File: config.mk
export PLATFORM = sky130hd
export DESIGN_NAME = tea_iterative_param_flat
export DESIGN_NICKNAME = d
export VERILOG_FILES = /design/src/rtl/tea_pkg.sv /design/src/rtl/tea_iterative_param_if.sv /design/src/rtl/tea_round.sv /design/src/rtl/tea_iterative_param.sv /design/src/flat_wrapper.sv
export SDC_FILE = /design/constraint.sdc
export NUM_CORES = 2
export LEC_CHECK = 0
export CORE_MARGIN = 2
export CORE_UTILIZATION = 61
export DETAILED_ROUTE_END_ITERATION = 10
export PLACE_DENSITY = 0.89
export SYNTH_ARGS = -nofsm -noshare
export SYNTH_HDL_FRONTEND = slang
export SYNTH_SLANG_ARGS = --single-unit
File: constraint.sdc
create_clock -name clk -period 12.21 [get_ports clk]
set_clock_uncertainty 0.1 [all_clocks]
set_input_delay 1.221 -clock clk [delete_from_list [all_inputs] [get_ports clk]]
set_output_delay 1.221 -clock clk [all_outputs]
set_load 0.005 [all_outputs]
File: src/rtl/tea_pkg.sv
// tea_pkg: constants, enums and helpers shared by the TEA/XTEA core.
// Holds the round constant, algorithm select and FSM state encodings.
package tea_pkg;

    localparam logic [31:0] DELTA = 32'h9E37_79B9;

    typedef enum logic {
        ALGO_TEA  = 1'b0,
        ALGO_XTEA = 1'b1
    } algo_e;

    typedef enum logic [1:0] {
        ST_IDLE = 2'd0,
        ST_RUN  = 2'd1,
        ST_DONE = 2'd2
    } state_e;

    // Starting sum for decryption: DELTA*rounds, wrapped to 32 bits.
    function automatic logic [31:0] delta_sum(input int rounds);
        logic [63:0] prod;
        prod = 64'(DELTA) * 64'(rounds);
        return prod[31:0];
    endfunction

endpackage

File: src/rtl/tea_iterative_param_if.sv
// tea_iterative_param_if: input and output stream bundles of the core.
// master drives blocks in and takes results; slave is the core side.
interface tea_iterative_param_if;

    logic [63:0] s_axis_tdata;
    logic        s_axis_tuser;
    logic        s_axis_tvalid;
    logic        s_axis_tready;
    logic [63:0] m_axis_tdata;
    logic        m_axis_tuser;
    logic        m_axis_tvalid;
    logic        m_axis_tready;

    modport master (
        output s_axis_tdata,
        output s_axis_tuser,
        output s_axis_tvalid,
        input  s_axis_tready,
        input  m_axis_tdata,
        input  m_axis_tuser,
        input  m_axis_tvalid,
        output m_axis_tready
    );

    modport slave (
        input  s_axis_tdata,
        input  s_axis_tuser,
        input  s_axis_tvalid,
        output s_axis_tready,
        output m_axis_tdata,
        output m_axis_tuser,
        output m_axis_tvalid,
        input  m_axis_tready
    );

endinterface

File: src/rtl/tea_round.sv
// tea_round: one combinational TEA or XTEA cycle (two Feistel rounds).
// mode_i=0 runs forward (encrypt), mode_i=1 runs the exact inverse.
module tea_round
    import tea_pkg::*;
#(
    parameter int ALGO = 0
) (
    input  logic [63:0]  v_i,
    input  logic [31:0]  sum_i,
    input  logic [127:0] key_i,
    input  logic         mode_i,
    output logic [63:0]  v_o,
    output logic [31:0]  sum_o
);

    function automatic logic [31:0] kw(
        input logic [127:0] k,
        input logic [1:0]   i
    );
        logic [31:0] w;
        case (i)
            2'd0:    w = k[127:96];
            2'd1:    w = k[95:64];
            2'd2:    w = k[63:32];
            default: w = k[31:0];
        endcase
        return w;
    endfunction

    function automatic logic [31:0] tea_f(
        input logic [31:0] x,
        input logic [31:0] s,
        input logic [31:0] ka,
        input logic [31:0] kb
    );
        return ((x << 4) + ka) ^ (x + s) ^ ((x >> 5) + kb);
    endfunction

    function automatic logic [31:0] xtea_f(input logic [31:0] x);
        return ((x << 4) ^ (x >> 5)) + x;
    endfunction

    logic [31:0] y;
    logic [31:0] z;
    logic [31:0] s;

    // One full cycle; the second half-round sees the updated first word.
    always_comb begin
        y = v_i[63:32];
        z = v_i[31:0];
        s = sum_i;
        if (ALGO == int'(ALGO_XTEA)) begin
            if (!mode_i) begin
                y = y + (xtea_f(z) ^ (s + kw(key_i, s[1:0])));
                s = s + DELTA;
                z = z + (xtea_f(y) ^ (s + kw(key_i, s[12:11])));
            end else begin
                z = z - (xtea_f(y) ^ (s + kw(key_i, s[12:11])));
                s = s - DELTA;
                y = y - (xtea_f(z) ^ (s + kw(key_i, s[1:0])));
            end
        end else begin
            if (!mode_i) begin
                s = s + DELTA;
                y = y + tea_f(z, s, key_i[127:96], key_i[95:64]);
                z = z + tea_f(y, s, key_i[63:32], key_i[31:0]);
            end else begin
                z = z - tea_f(y, s, key_i[63:32], key_i[31:0]);
                y = y - tea_f(z, s, key_i[127:96], key_i[95:64]);
                s = s - DELTA;
            end
        end
        v_o   = {y, z};
        sum_o = s;
    end

endmodule

File: src/rtl/tea_iterative_param.sv
// tea_iterative_param: iterative TEA/XTEA block cipher core.
// UNROLL chained cycles per clock, ROUNDS/UNROLL clocks per block.
module tea_iterative_param
    import tea_pkg::*;
#(
    parameter int ALGO   = 0,
    parameter int ROUNDS = 32,
    parameter int UNROLL = 1
) (
    input  logic                 clk,
    input  logic                 rst,
    input  logic [127:0]         key,
    output logic                 busy,
    tea_iterative_param_if.slave bus
);

    localparam int STEPS = ROUNDS / UNROLL;
    localparam int CW = (STEPS > 1) ? $clog2(STEPS) : 1;
    localparam logic [CW-1:0] LAST = CW'(STEPS - 1);
    localparam logic [31:0] DEC_SUM = delta_sum(ROUNDS);

    state_e        state_q, state_d;
    logic [CW-1:0] cnt_q, cnt_d;
    logic [63:0]   v_q, v_d;
    logic [31:0]   sum_q, sum_d;
    logic [127:0]  key_q, key_d;
    logic          mode_q, mode_d;

    logic [63:0]   chain_v [UNROLL+1];
    logic [31:0]   chain_s [UNROLL+1];

    assign chain_v[0] = v_q;
    assign chain_s[0] = sum_q;

    for (genvar i = 0; i < UNROLL; i++) begin : g_round
        tea_round #(
            .ALGO (ALGO)
        ) u_round (
            .v_i    (chain_v[i]),
            .sum_i  (chain_s[i]),
            .key_i  (key_q),
            .mode_i (mode_q),
            .v_o    (chain_v[i+1]),
            .sum_o  (chain_s[i+1])
        );
    end

    // State and datapath registers; reset discards any block in flight.
    always_ff @(posedge clk) begin
        if (rst) begin
            state_q <= ST_IDLE;
            cnt_q   <= '0;
            v_q     <= '0;
            sum_q   <= '0;
            key_q   <= '0;
            mode_q  <= 1'b0;
        end else begin
            state_q <= state_d;
            cnt_q   <= cnt_d;
            v_q     <= v_d;
            sum_q   <= sum_d;
            key_q   <= key_d;
            mode_q  <= mode_d;
        end
    end

    // Next state: capture on input handshake, iterate, hold until taken.
    always_comb begin
        state_d = state_q;
        cnt_d   = cnt_q;
        v_d     = v_q;
        sum_d   = sum_q;
        key_d   = key_q;
        mode_d  = mode_q;
        unique case (state_q)
            ST_IDLE: begin
                if (bus.s_axis_tvalid) begin
                    state_d = ST_RUN;
                    cnt_d   = '0;
                    v_d     = bus.s_axis_tdata;
                    key_d   = key;
                    mode_d  = bus.s_axis_tuser;
                    sum_d   = bus.s_axis_tuser ? DEC_SUM : 32'd0;
                end
            end
            ST_RUN: begin
                v_d   = chain_v[UNROLL];
                sum_d = chain_s[UNROLL];
                cnt_d = cnt_q + 1'b1;
                if (cnt_q == LAST) begin
                    state_d = ST_DONE;
                end
            end
            ST_DONE: begin
                if (bus.m_axis_tready) begin
                    state_d = ST_IDLE;
                end
            end
            default: begin
                state_d = ST_IDLE;
            end
        endcase
    end

    assign bus.s_axis_tready = (state_q == ST_IDLE);
    assign bus.m_axis_tvalid = (state_q == ST_DONE);
    assign bus.m_axis_tdata  = v_q;
    assign bus.m_axis_tuser  = mode_q;
    assign busy = (state_q == ST_RUN) || (state_q == ST_DONE);

endmodule

File: src/flat_wrapper.sv
// flat-port wrapper written by rule: the top's interface ports become plain ports
module tea_iterative_param_flat import tea_pkg::*;
#(
    parameter int ALGO   = 0,
    parameter int ROUNDS = 32,
    parameter int UNROLL = 1
)
  (clk, rst, key, busy, bus_s_axis_tdata, bus_s_axis_tuser, bus_s_axis_tvalid, bus_s_axis_tready, bus_m_axis_tdata, bus_m_axis_tuser, bus_m_axis_tvalid, bus_m_axis_tready);
  tea_iterative_param_if bus_i ();
  input  logic clk;
  input  logic rst;
  input  logic [127:0] key;
  output logic busy;
  input wire logic [$bits(bus_i.s_axis_tdata)-1:0] bus_s_axis_tdata;
  input wire logic [$bits(bus_i.s_axis_tuser)-1:0] bus_s_axis_tuser;
  input wire logic [$bits(bus_i.s_axis_tvalid)-1:0] bus_s_axis_tvalid;
  output wire logic [$bits(bus_i.s_axis_tready)-1:0] bus_s_axis_tready;
  output wire logic [$bits(bus_i.m_axis_tdata)-1:0] bus_m_axis_tdata;
  output wire logic [$bits(bus_i.m_axis_tuser)-1:0] bus_m_axis_tuser;
  output wire logic [$bits(bus_i.m_axis_tvalid)-1:0] bus_m_axis_tvalid;
  input wire logic [$bits(bus_i.m_axis_tready)-1:0] bus_m_axis_tready;
  assign bus_i.s_axis_tdata = bus_s_axis_tdata;
  assign bus_i.s_axis_tuser = bus_s_axis_tuser;
  assign bus_i.s_axis_tvalid = bus_s_axis_tvalid;
  assign bus_s_axis_tready = bus_i.s_axis_tready;
  assign bus_m_axis_tdata = bus_i.m_axis_tdata;
  assign bus_m_axis_tuser = bus_i.m_axis_tuser;
  assign bus_m_axis_tvalid = bus_i.m_axis_tvalid;
  assign bus_i.m_axis_tready = bus_m_axis_tready;
  tea_iterative_param #(.ALGO(ALGO), .ROUNDS(ROUNDS), .UNROLL(UNROLL)) u_core (.clk(clk), .rst(rst), .key(key), .busy(busy), .bus(bus_i));
endmodule
==> images/power_grid.png <==
The bar under the picture is 50 um long. Pins as bars on the die edge.
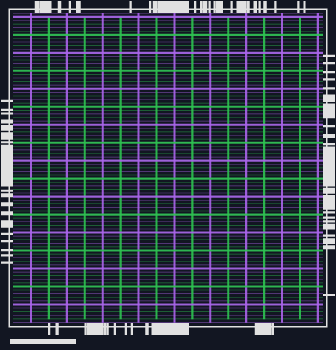
[purple] VSS
[green] VDD
signal pins: 265
met1 rails: 87
met4 straps: 17
met5 straps: 17
rows: 86
Die Y: 239 um
die width: 239 um

==> images/placement_by_type.png <==
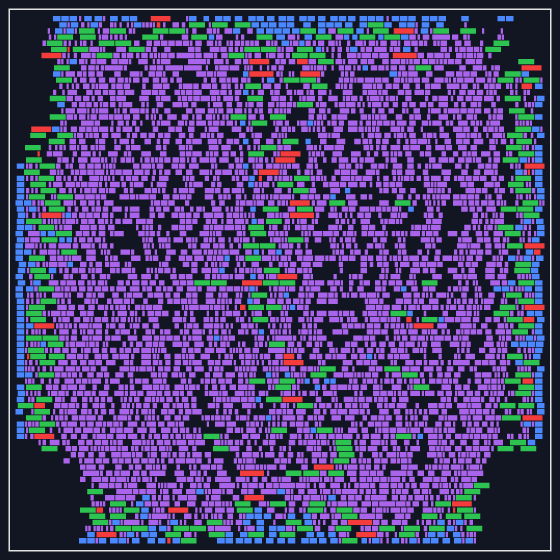
[red] clock drivers and dummy loads | cells: 52
[green] sequential cells | cells: 232
[blue] remaining buffers and delay cells | cells: 318
[purple] combinational and other logic | cells: 4,027

==> images/clk_routes.png <==
The bar under the picture is 50 um long.
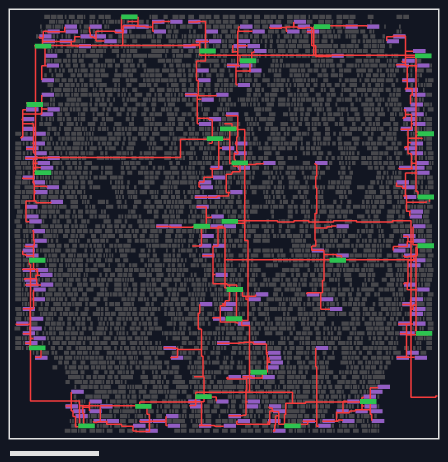
[red] clock wires | length: 3,790 um
[purple] flip-flops | count: 232
[green] clock drivers | count: 28
routed clock nets: 29
worst skew pair latency: 0.61 ns

==> flow_metrics.tcl <==
# place-and-route summary
set metrics [dict create \
    status "finished with violations" \
    slew_headroom_pct 14.1 \
    rr_startpoint "u_core.sum_q[1]" \
    crit_top_cell "o21ai_0" \
    yosys-stat-cells 4396 \
    path_max_fanout 9 \
    critPathRequiredTime_ns 12.57 \
    cap_violations 0 \
    vias_per_cell 6.65 \
    end_kind "register" \
    slew_violations 0 \
    grt.met3_usage_pct 12.1 \
    rr_endpoint "u_core.bus.m_axis_tdata[31]" \
    yosysTopAreaCell "ha_1" \
    pin_count 265 \
    regMostFlops "u_core.key_q" \
    synth_cells 4396 \
    final_cell_area_mm2 0.0382 \
    cts.sinks 232 \
    cp_slowest_stage_delay_ns 0.82 \
    finalWorstSetupSlack_ns 1.20 \
    dp_slack_ns 1.62 \
    drc 1 \
    yosys_area_mm2 0.0337 \
    htreeDepth 1 \
    gp_congestion 1.08 \
    synth_warnings 0 \
    worstSetupEndpoint "u_core.bus.m_axis_tdata[31]" \
    critPathSlowestCell "xor2_1" \
    wl_met3_um 20200 \
    ff2ff_path_depth 39 \
    finalHoldViolCount 0 \
    hp-start "u_core.key_q[31]" \
    hold_end "u_core.key_q[31]" \
    clk_path_buf_depth 3 \
    fin_nets 5309 \
    synthArstFlopShare_pct 0 \
    setup.worst_path.start "u_core.sum_q[1]" \
    final_common_cell "xnor2_1" \
    syn_area_per_cell_um2 7.67 \
    ys_seq_elements 232 \
    wl_met2_um 51600 \
    grt_pass1_wl_um 190000 \
    port_buffers 264 \
    worstPathArrival_ns 11.37 \
    cts_tree "done" \
    initCoreUtil_pct 61.5 \
    setup-violations-final 0 \
    ff_type "dfxtp_1" \
    dieArea_mm2 0.0572 \
    violations "design-rule violations" \
    ant_nets 0 \
    area.combinational_mm2 0.0281 \
    top_layer_used "met5" \
    rsz0062_at_grt "no" \
    wire_per_inst_um 23.9 \
    drive_above_1_share_pct 3.65 \
    grt.overflow.total 0 \
    layout.cells.most_common_list "xnor2_1, a21oi_1, ha_1" \
    dpl.hpwl_um 101000 \
    synthDistinctLibCells 96 \
    grtUsageMet1_pct 58.2 \
    grt_util_all_layers_pct 43.1 \
]
-- synthesized netlist by cell type, drive strengths merged, types with 69 or more instances --
cell / count
a21o: 255
a21oi: 517
clkbuf: 122
dfxtp: 232
ha: 489
inv: 122
nand2: 484
nand3: 72
nor2: 291
nor3: 69
o21ai: 225
xnor2: 593
xor2: 139
-- per-stage QoR --
stage               instances  utilization (%)
floorplan                4396                -
global placement         5281             67.7
detailed placement       5281             67.7
CTS                      5333             69.6
global route             5333             69.6
finish                   5334             69.6
-- worst max-delay path: cells and delay by family, from the launching register on --
kind	cells	cell delay, ns
DFF	1	0.58
and+or+nand+nor	5	0.60
AOI/OAI and AO/OA	21	4.85
xor gates and xnor gates	8	2.85
adders and majority gates	5	1.90
-- cell families (layout without fill, tap and decap cells) --
group	count (synthesis)	in the layout	synth area share (%)
AND-OR/OR-AND	1474	1474	28.3
AND/OR/NAND/NOR	1158	1158	15.5
XOR/XNOR	738	738	19.4
adder cells (fa/ha/maj)	505	505	19.1
buffers and inverters	260	493	2.95
flip-flops	232	232	13.8
multiplexers	29	29	0.898
other	0	1	0
-- cell type report --
class | instances | share of cell area [%]
Clock inverter | 12 | 0.518
Antenna cell | 1 | 0.00655
Multi-Input combinational cell | 3904 | 73.6
Clock buffer | 40 | 2.17
Sequential cell | 232 | 12.2
Inverter | 123 | 1.21
Timing Repair Buffer | 318 | 7.98
Tap cell | 704 | 2.31
